File: src/rtl/fetch_unit_pkg.sv
// Shared constants and state encoding for the instruction-fetch stage.
package fetch_unit_pkg;

   localparam logic [5:0] OpRtype = 6'h00;
   localparam logic [5:0] OpBeq   = 6'h04;
   localparam logic [5:0] OpJ     = 6'h02;
   localparam logic [5:0] OpLw    = 6'h23;
   localparam logic [5:0] OpSw    = 6'h2B;

   localparam int unsigned PcIncr = 4;

   typedef enum logic [1:0] {
      StIdle,
      StFetch,
      StHold
   } fetch_state_e;

endpackage

File: src/rtl/fetch_unit_next_pc_calc.sv
// Combinational next-PC selection: jump target, taken branch or sequential step.
module fetch_unit_next_pc_calc
   import fetch_unit_pkg::*;
#(
   parameter int unsigned ADDR_W = 32,
   parameter int unsigned DATA_W = 32
) (
   input  logic [ADDR_W-1:0] pc,
   input  logic [DATA_W-1:0] instr,
   input  logic              jump,
   input  logic              pcsrc,
   output logic [ADDR_W-1:0] next_pc
);

   logic [ADDR_W-1:0] pc4;
   logic [ADDR_W-1:0] br_off;
   logic [ADDR_W-1:0] jmp_tgt;
   logic              unused_instr;

   assign pc4     = pc + ADDR_W'(PcIncr);
   assign br_off  = {{(ADDR_W-18){instr[15]}}, instr[15:0], 2'b00};
   assign jmp_tgt = {pc4[ADDR_W-1:28], instr[25:0], 2'b00};

   // Opcode bits only matter to the controller, which already decided jump/pcsrc.
   assign unused_instr = ^instr[DATA_W-1:26];

   always_comb begin
      next_pc = pc4;
      if (jump) begin
         next_pc = jmp_tgt;
      end else if (pcsrc) begin
         next_pc = pc4 + br_off;
      end
   end

endmodule

File: src/rtl/fetch_unit.sv
// Instruction-fetch stage: PC register, imem req/ack FSM and valid/ready hand-off to decode.
module fetch_unit
   import fetch_unit_pkg::*;
#(
   parameter int unsigned       ADDR_W   = 32,
   parameter int unsigned       DATA_W   = 32,
   parameter logic [ADDR_W-1:0] RESET_PC = '0
) (
   input  logic              clk,
   input  logic              rst_n,
   output logic              imem_req,
   output logic [ADDR_W-1:0] imem_addr,
   input  logic              imem_ack,
   input  logic [DATA_W-1:0] imem_rdata,
   output logic [DATA_W-1:0] instr,
   output logic [5:0]        opcode,
   output logic [5:0]        funct,
   output logic              instr_valid,
   input  logic              instr_ready,
   input  logic              jump,
   input  logic              pcsrc,
   output logic [ADDR_W-1:0] pc,
   output logic [31:0]       retired
);

   fetch_state_e      state_q;
   logic [ADDR_W-1:0] pc_q;
   logic [DATA_W-1:0] instr_q;
   logic              valid_q;
   logic              req_q;
   logic [31:0]       retired_q;
   logic [ADDR_W-1:0] next_pc;

   fetch_unit_next_pc_calc #(
      .ADDR_W (ADDR_W),
      .DATA_W (DATA_W)
   ) u_next_pc_calc (
      .pc      (pc_q),
      .instr   (instr_q),
      .jump    (jump),
      .pcsrc   (pcsrc),
      .next_pc (next_pc)
   );

   // req_q and valid_q are updated alongside the state so neither output sees an input path.
   always_ff @(posedge clk or negedge rst_n) begin
      if (!rst_n) begin
         state_q   <= StIdle;
         pc_q      <= RESET_PC;
         instr_q   <= '0;
         valid_q   <= 1'b0;
         req_q     <= 1'b0;
         retired_q <= '0;
      end else begin
         unique case (state_q)
            StIdle: begin
               state_q <= StFetch;
               req_q   <= 1'b1;
            end
            StFetch: begin
               if (imem_ack) begin
                  instr_q <= imem_rdata;
                  valid_q <= 1'b1;
                  req_q   <= 1'b0;
                  state_q <= StHold;
               end
            end
            StHold: begin
               if (instr_ready) begin
                  pc_q      <= next_pc;
                  retired_q <= retired_q + 32'd1;
                  valid_q   <= 1'b0;
                  req_q     <= 1'b1;
                  state_q   <= StFetch;
               end
            end
            default: begin
               state_q <= StIdle;
               valid_q <= 1'b0;
               req_q   <= 1'b0;
            end
         endcase
      end
   end

   assign imem_req    = req_q;
   assign imem_addr   = pc_q;
   assign pc          = pc_q;
   assign instr       = instr_q;
   assign instr_valid = valid_q;
   assign opcode      = instr_q[31:26];
   assign funct       = instr_q[5:0];
   assign retired     = retired_q;

endmodule

File: config.mk
export PLATFORM = sky130hd
export DESIGN_NAME = fetch_unit
export DESIGN_NICKNAME = d
export VERILOG_FILES = /design/src/rtl/fetch_unit_pkg.sv /design/src/rtl/fetch_unit_next_pc_calc.sv /design/src/rtl/fetch_unit.sv
export SDC_FILE = /design/constraint.sdc
export NUM_CORES = 1
export LEC_CHECK = 0
export CORE_MARGIN = 4
export CORE_UTILIZATION = 45
export CTS_BUF_LIST = sky130_fd_sc_hd__clkbuf_8 sky130_fd_sc_hd__clkbuf_16
export DETAILED_ROUTE_END_ITERATION = 7
export GPL_ROUTABILITY_DRIVEN = 1
export PLACE_DENSITY = 0.86
export SLEW_MARGIN = 5
export SYNTH_ARGS = -nofsm -noshare
export SYNTH_HDL_FRONTEND = slang
export SYNTH_SLANG_ARGS = --single-unit
File: constraint.sdc
create_clock -name clk -period 3.7 [get_ports clk]
set_clock_uncertainty 0.15 [all_clocks]
set_input_delay 0.37 -clock clk [delete_from_list [all_inputs] [get_ports clk]]
set_output_delay 0.37 -clock clk [all_outputs]
set_load 0.005 [all_outputs]
Track usage over the die:
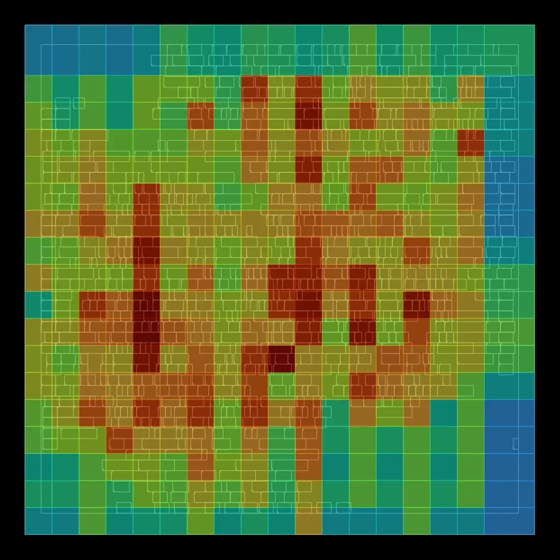
utilization after layout: 63.4%
M2 GR Usage: 36.3%

Met4 routing:
Scale: 4 px per µm. Supply wires on this layer in grey.
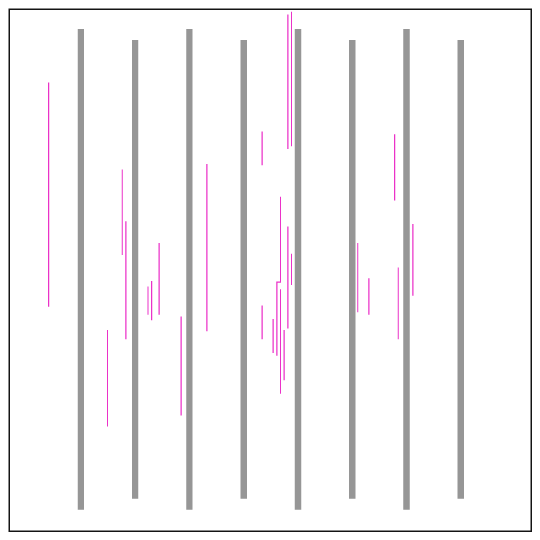
longest straight run: 55.8 µm
share of all routed wire: 2.6%
main direction: vertical

Met1 routing:
Scale: 4 px per µm. Supply wires on this layer in grey.
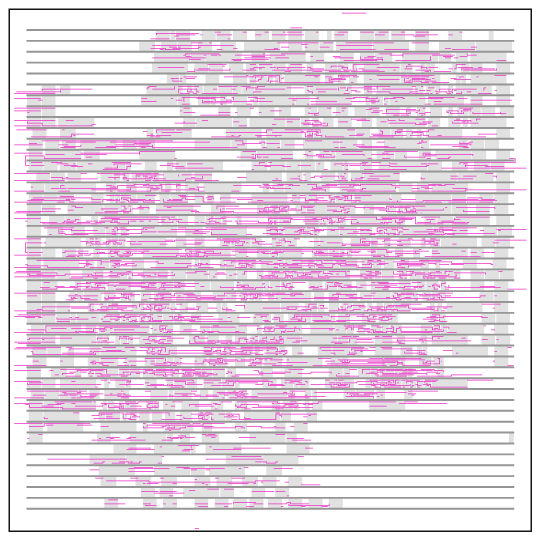
share of all routed wire: 42%
nets with wire on the layer: 881
longest straight run: 50.1 µm
fraction of met1 tracks used by global routing: 29.6%
vias: 6249
Total Wirelength: 19600 µm

Sequential cells coloured by netlist name:
Scale: 4 px per µm.
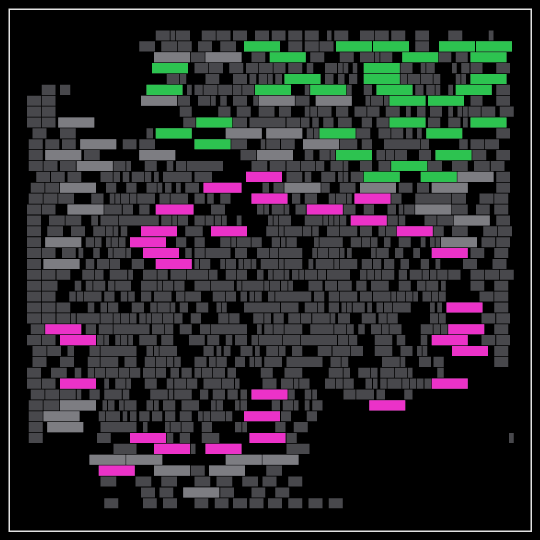
legend:
  magenta:
    netlist_name: imem_addr
    flops: 30
  green:
    netlist_name: retired
    flops: 32
not coloured: 35
area occupied by registers: 0.00243 mm²
fraction of area in registers: 26.3%
seq pwr: 1830 µW

==> results.toml <==
# generated from flow reports
[outcome]
outcome = "finished with violations"
violations = "hold timing"

[routing]
detail_route.wl_per_cell_um = 17.8
first_iter_violations = 368
drc = 0

[logic_synthesis]
yosys-top-cells-area = "sky130_fd_sc_hd__dfrtp_1 (36%), sky130_fd_sc_hd__xnor2_1 (7.3%), sky130_fd_sc_hd__ha_1 (7.1%)"
yosys_cells = 731
edff_count_synth = 0
synthesized_area_mm2 = 0.00671
netlist-cell-type-count = 63
ys.flops = 97
synthTopLogicFamily = "simple AND/OR/NAND/NOR gates"

[sta]
slew_headroom_pct = 40.1
report.final.hold_viol_count = 14
max_slew.worst_pin.slew_ns = 0.898
achievable-frequency_mhz = 277
hold_worst_slack_ns = -0.00815

[cells_and_area]
final_layout_size_suffix_gt1_share_pct = 17.9
nonClkBufAreaFrac_pct = 23.8
comb_share_pct = 43.7
area_dominant_class = "multi-input combinational cells"
count_of_buffers_not_belonging_to_the_clock_network_in_the_layout = 235

[pwr]
comb_power_share_pct = 66.1
clk-power_uw = 971

[worst_hold_path]
min-delay-path-class = "in2async"

[floorplan]
die-width_um = 130
num_tap_cells = 184
row_count = 44

[critical_path]
worst_reg2reg_path_length_in_cells = 14
crit_path_top_delay_cell = "sky130_fd_sc_hd__or3_1"
crit_path_cell_trace = "and4_4 -> buf_4 -> nand4_1 -> xnor2_2 -> ha_4 -> a2111oi_4 -> o21ai_1 -> a22oi_2 -> a311oi_2 -> a31oi_2 -> o21ai_2 -> or3_1 -> a21oi_2 -> o31ai_1"
crit_cells = 14
worst-endpoint-required_ns = 3.79
criticalPathCategory = "reg2reg"
critPathMaxStageDelay_ns = 0.39

[job]
maxCapViolCount = 0
## through the flow
step	cell area [µm²]	instances	utilization, %	hold WS, ns	worst slack (ns)
after floorplan	6720	734	-	-0.0756	0.130
after global placement	8630	1073	59.1	0.313	0.103
after detailed placement	8630	1073	59.1	0.330	-0.0717
after CTS	8950	1089	61.4	0.0153	0.0206
after global routing	9240	1099	63.4	0.0698	-0.0579
final	9240	1099	63.4	-0.00815	0.0962
## per-layer routing
layer | up-vias | wire [µm] | track usage [%]
met5 | - | 0 | 0
met1 | 3007 | 8160 | 29.6
li1 | 2921 | - | -
met2 | 270 | 9540 | 36.3
met4 | 0 | 509 | 7.58
met3 | 51 | 1350 | 4.71
## flip-flops by register name, summed over array words and instances (netlist names)
name / cells
retired: 32
state_q: 1
imem_req: 1
instr: 32
imem_addr: 30
instr_valid: 1
No activity file was given, so power comes from the tool's default toggle rates.
